[config.mk]
export PLATFORM = sky130hd
export DESIGN_NAME = bcd_conv_seq
export DESIGN_NICKNAME = d
export VERILOG_FILES = /design/src/rtl/bcd_pkg.sv /design/src/rtl/bcd_add3_digit.sv /design/src/rtl/bcd_conv_seq.sv
export SDC_FILE = /design/constraint.sdc
export NUM_CORES = 1
export LEC_CHECK = 0
export ABC_AREA = 0
export CORE_MARGIN = 5
export CORE_UTILIZATION = 60
export CTS_BUF_LIST = sky130_fd_sc_hd__clkbuf_2
export CTS_CLUSTER_SIZE = 16
export DETAILED_ROUTE_END_ITERATION = 8
export GPL_TIMING_DRIVEN = 1
export MAX_ROUTING_LAYER = met4
export PLACE_DENSITY = 0.95
export SLEW_MARGIN = 0
export SYNTH_ARGS = -nofsm -noshare
export SYNTH_HDL_FRONTEND = slang
export SYNTH_SLANG_ARGS = --single-unit
[constraint.sdc]
create_clock -name clk -period 2.9 [get_ports clk]
set_input_delay 0.29 -clock clk [delete_from_list [all_inputs] [get_ports clk]]
set_output_delay 0.29 -clock clk [all_outputs]
set_load 0.02 [all_outputs]
[src/rtl/bcd_pkg.sv]
// bcd_pkg: shared types and constants for the sequential binary-to-BCD converter
package bcd_pkg;
  typedef enum logic {IDLE, SHIFT} state_t;
  localparam int BCD_DIGIT_W = 4;
  function automatic logic [31:0] pow10(input int n);
    logic [31:0] r;
    r = 32'd1;
    for (int k = 0; k < n; k++) r = r * 32'd10;
    return r;
  endfunction
endpackage

[src/rtl/bcd_add3_digit.sv]
// bcd_add3_digit: double-dabble digit correction, adds 3 when the digit is 5 or more
module bcd_add3_digit
  import bcd_pkg::*;
(
  input  logic [BCD_DIGIT_W-1:0] d,
  output logic [BCD_DIGIT_W-1:0] q
);
  assign q = d >= 4'd5 ? d + 4'd3 : d;
endmodule

[src/rtl/bcd_conv_seq.sv]
// bcd_conv_seq: one-bit-per-clock binary-to-BCD converter with start/done handshake and overflow
module bcd_conv_seq
  import bcd_pkg::*;
#(
  parameter int BIN_W    = 7,
  parameter int DIGITS   = 2,
  parameter int SATURATE = 1
) (
  input  logic                            clk,
  input  logic                            rst_n,
  input  logic                            start,
  input  logic [BIN_W-1:0]                bin,
  output logic                            busy,
  output logic                            done,
  output logic [BCD_DIGIT_W*DIGITS-1:0]   bcd,
  output logic                            ovf
);
  localparam int SW = BCD_DIGIT_W * DIGITS;
  localparam int CW = $clog2(BIN_W + 1);
  localparam logic [31:0] MAX_VAL = pow10(DIGITS) - 32'd1;
  state_t           state;
  logic [BIN_W-1:0] shift;
  logic [SW-1:0]    scratch, adj, nxt;
  logic [CW-1:0]    cnt;
  logic             ovf_pend;
  for (genvar i = 0; i < DIGITS; i++) begin : g_dig
    bcd_add3_digit u_dig (
      .d(scratch[BCD_DIGIT_W*i +: BCD_DIGIT_W]),
      .q(adj[BCD_DIGIT_W*i +: BCD_DIGIT_W])
    );
  end
  // the top digit's MSB falls off here; it only carries digits beyond DIGITS
  assign nxt = SW'({adj, shift[BIN_W-1]});
  always_ff @(posedge clk or negedge rst_n) begin
    if (!rst_n) begin
      state    <= IDLE;
      busy     <= 1'b0;
      done     <= 1'b0;
      bcd      <= '0;
      ovf      <= 1'b0;
      shift    <= '0;
      scratch  <= '0;
      cnt      <= '0;
      ovf_pend <= 1'b0;
    end else begin
      done <= 1'b0;
      if (state == IDLE) begin
        if (start) begin
          shift    <= bin;
          scratch  <= '0;
          cnt      <= CW'(BIN_W);
          ovf_pend <= 32'(bin) > MAX_VAL;
          busy     <= 1'b1;
          state    <= SHIFT;
        end
      end else begin
        shift   <= shift << 1;
        scratch <= nxt;
        cnt     <= cnt - CW'(1);
        if (cnt == CW'(1)) begin
          bcd   <= (SATURATE != 0 && ovf_pend) ? {DIGITS{4'h9}} : nxt;
          ovf   <= ovf_pend;
          done  <= 1'b1;
          busy  <= 1'b0;
          state <= IDLE;
        end
      end
    end
  end
endmodule

==> results.sh, run 1 <==
# implementation run metrics
export IMPL_xor_share_pct=1.78
export IMPL_place_area_mm2=0.00169
export IMPL_core_area_mm2=0.00241
export IMPL_antenna_found_initial=0
export IMPL_drive_above_1_share_pct=8.81
export IMPL_wl_met2_mm=1.37
export IMPL_ys_ff=31
export IMPL_route_detailed_drc=0
export IMPL_initialDrtViolationCount=15
export IMPL_top_area_cell="dfrtp_1"
export IMPL_worst_setup_path_type="flop to primary output"
export IMPL_slowest_stage="clkdlybuf4s50_1"
export IMPL_gp_congestion=0.778
export IMPL_cp_slowest_stage_delay_ns=0.62
export IMPL_die_y_um=59.6
export IMPL_ys_sh_simple_pct=14.5
export IMPL_drt_total_wl_mm=2.75
export IMPL_min_path_type="input port to async pin"
export IMPL_top_power_group="combinational logic"
export IMPL_power_frac_seq_pct=42.3
export IMPL_rsz0062_at_grt="no"
export IMPL_dp_final_hpwl_mm=2.01
export IMPL_cts_buffers_inserted=5
export IMPL_outcome="finished, final reports clean"
export IMPL_diodes=0
export IMPL_slew_viol_final=0
export IMPL_async_reset_ff_share_pct=100
export IMPL_fillers=180
export IMPL_largestRegisters="bcd x8, scratch x8, shift x7"
export IMPL_setup_viol=0
export IMPL_fin_cells=189
export IMPL_grt_max_degree=34
export IMPL_tool_warnings=29
export IMPL_cts_buffer_depth=2
export IMPL_finalCritPeriodShare_pct=56.7
export IMPL_netlist_area_leader_share_pct=52.6
export IMPL_worst_r2r_path_depth=6
export IMPL_critPathArrivalTime_ns=1.36
export IMPL_logic_gate_count=92
export IMPL_drt_pass1_iter_count=4
export IMPL_ys_sh_adder_pct=5.09
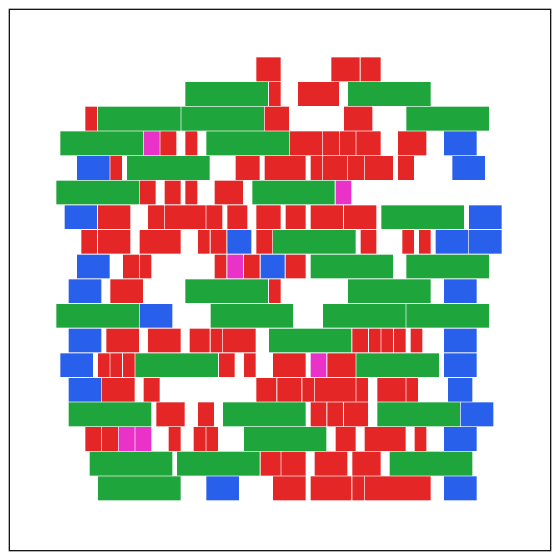
Figure 1: run 1, cells colored by class.
- combinational and other logic: red (cells 99)
- clock drivers and dummy loads: magenta (cells 6)
- flops: green (cells 31)
- other buffers and delay cells: blue (cells 23)

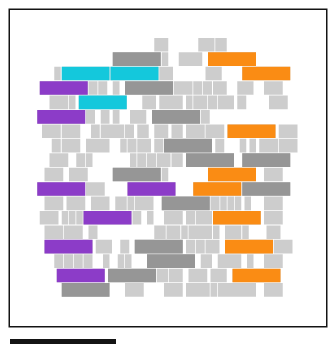
Figure 2: run 1, sequential cells grouped by signal name.
The bar under the picture is 20 um long. Other sequential cells in the stronger gray, the rest of the logic in the fainter gray.
- cnt: cyan (placed flops 3)
- shift: purple (placed flops 7)
- bcd: orange (placed flops 8)
- not colored: 13

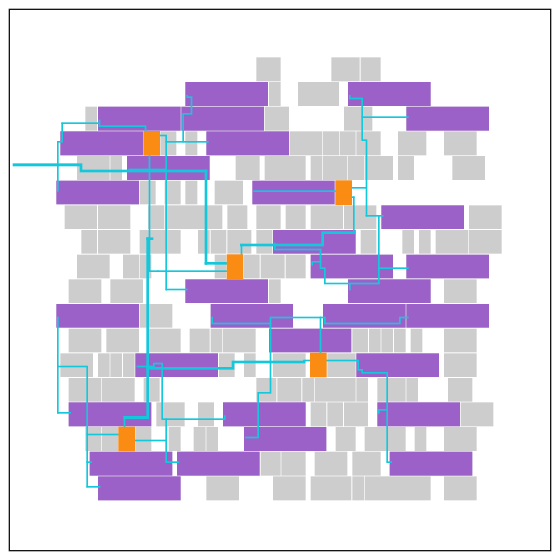
Figure 3: run 1, clock distribution.
- flip-flops: purple (count 31)
- clock wires: cyan (length 371 um)
- clock drivers: orange (count 5)
- routed clock nets: 6
clk latency late pin: 0.35 ns
Clock Skew: 0.00860 ns
Clk. pwr: 0.000187 W
clock share of power: 10.4%

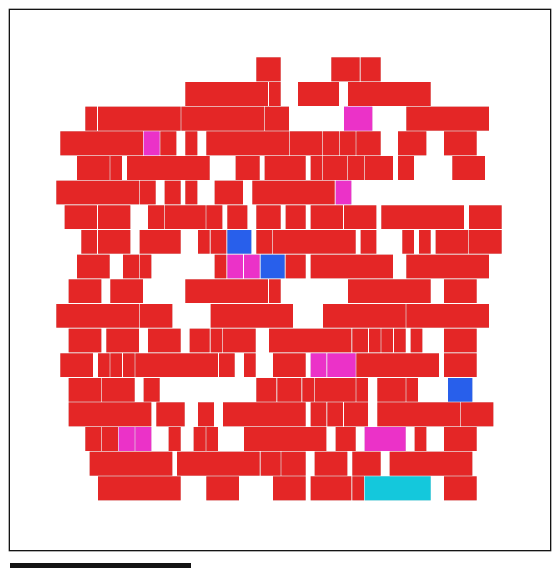
Figure 4: run 1, drive-strength map.
The bar under the picture is 20 um long.
- _0 and _1 cells: red (cells 145; most used dfrtp_1)
- _2 cells: magenta (cells 10; most used clkbuf_2)
- _6 and larger: cyan (cells 1; most used nor2_8)
- _3 and _4 cells: blue (cells 3; most used buf_4)
design area: 0.00172 mm2
count of plain and timing-repair buffers: 23
Synth-to-Final Area Change: 16.9%

==> run 1 -> run 2 <==
--- a/config.mk
+++ b/config.mk
@@ -7,13 +7,13 @@
 export LEC_CHECK = 0
 export ABC_AREA = 0
 export CORE_MARGIN = 5
-export CORE_UTILIZATION = 60
+export CORE_UTILIZATION = 56
 export CTS_BUF_LIST = sky130_fd_sc_hd__clkbuf_2
 export CTS_CLUSTER_SIZE = 16
 export DETAILED_ROUTE_END_ITERATION = 8
 export GPL_TIMING_DRIVEN = 1
 export MAX_ROUTING_LAYER = met4
-export PLACE_DENSITY = 0.95
+export PLACE_DENSITY = 0.93
 export SLEW_MARGIN = 0
 export SYNTH_ARGS = -nofsm -noshare
 export SYNTH_HDL_FRONTEND = slang
==> constraint.sdc (replaced) <==
create_clock -name clk -period 1.7 [get_ports clk]
set_input_delay 0.17 -clock clk [delete_from_list [all_inputs] [get_ports clk]]
set_output_delay 0.17 -clock clk [all_outputs]
set_load 0.02 [all_outputs]
==> results.sh, run 2 <==
# implementation run metrics
export IMPL_outcome="finished, final reports clean"
export IMPL_ys_sh_adder_pct=5.09
export IMPL_tool_warnings=29
export IMPL_cp_slowest_stage_delay_ns=0.45
export IMPL_rsz0062_at_grt="no"
export IMPL_netlist_area_leader_share_pct=52.6
export IMPL_drt_pass1_iter_count=6
export IMPL_worst_setup_path_type="flop to flop"
export IMPL_fin_skew_ns=0.00653
export IMPL_grt_max_degree=34
export IMPL_route_detailed_drc=0
export IMPL_drive_above_1_share_pct=9.26
export IMPL_drt_total_wl_mm=2.79
export IMPL_cts_buffer_depth=2
export IMPL_p_clk_w=0.000344
export IMPL_ys_ff=31
export IMPL_slew_viol_final=0
export IMPL_cts_buffers_inserted=5
export IMPL_die_y_um=61.3
export IMPL_worst_r2r_path_depth=6
export IMPL_xor_share_pct=1.78
export IMPL_n_all_buffers=24
export IMPL_largestRegisters="bcd x8, scratch x8, shift x7"
export IMPL_dp_final_hpwl_mm=2.07
export IMPL_top_power_group="combinational logic"
export IMPL_wl_met2_mm=1.40
export IMPL_area_growth_pct=17.9
export IMPL_power_frac_clock_pct=11.1
export IMPL_logic_gate_count=92
export IMPL_finalCritPeriodShare_pct=91.3
export IMPL_slowest_stage="dfrtp_1"
export IMPL_setup_viol=0
export IMPL_min_path_type="input port to async pin"
export IMPL_final_area_mm2=0.00174
export IMPL_critPathArrivalTime_ns=1.86
export IMPL_diodes=0
export IMPL_initialDrtViolationCount=22
export IMPL_place_area_mm2=0.00170
export IMPL_fin_cells=192
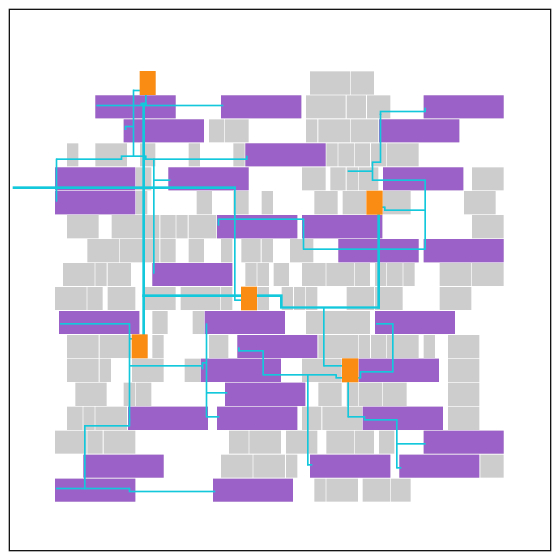
Figure 5: run 2, clock distribution.
- clock wires: cyan (length 386 um)
- clock drivers: orange (count 5)
- flip-flops: purple (count 31)
- routed clock nets: 6

Power figures rest on the tool's default switching activity, not on a simulated workload.
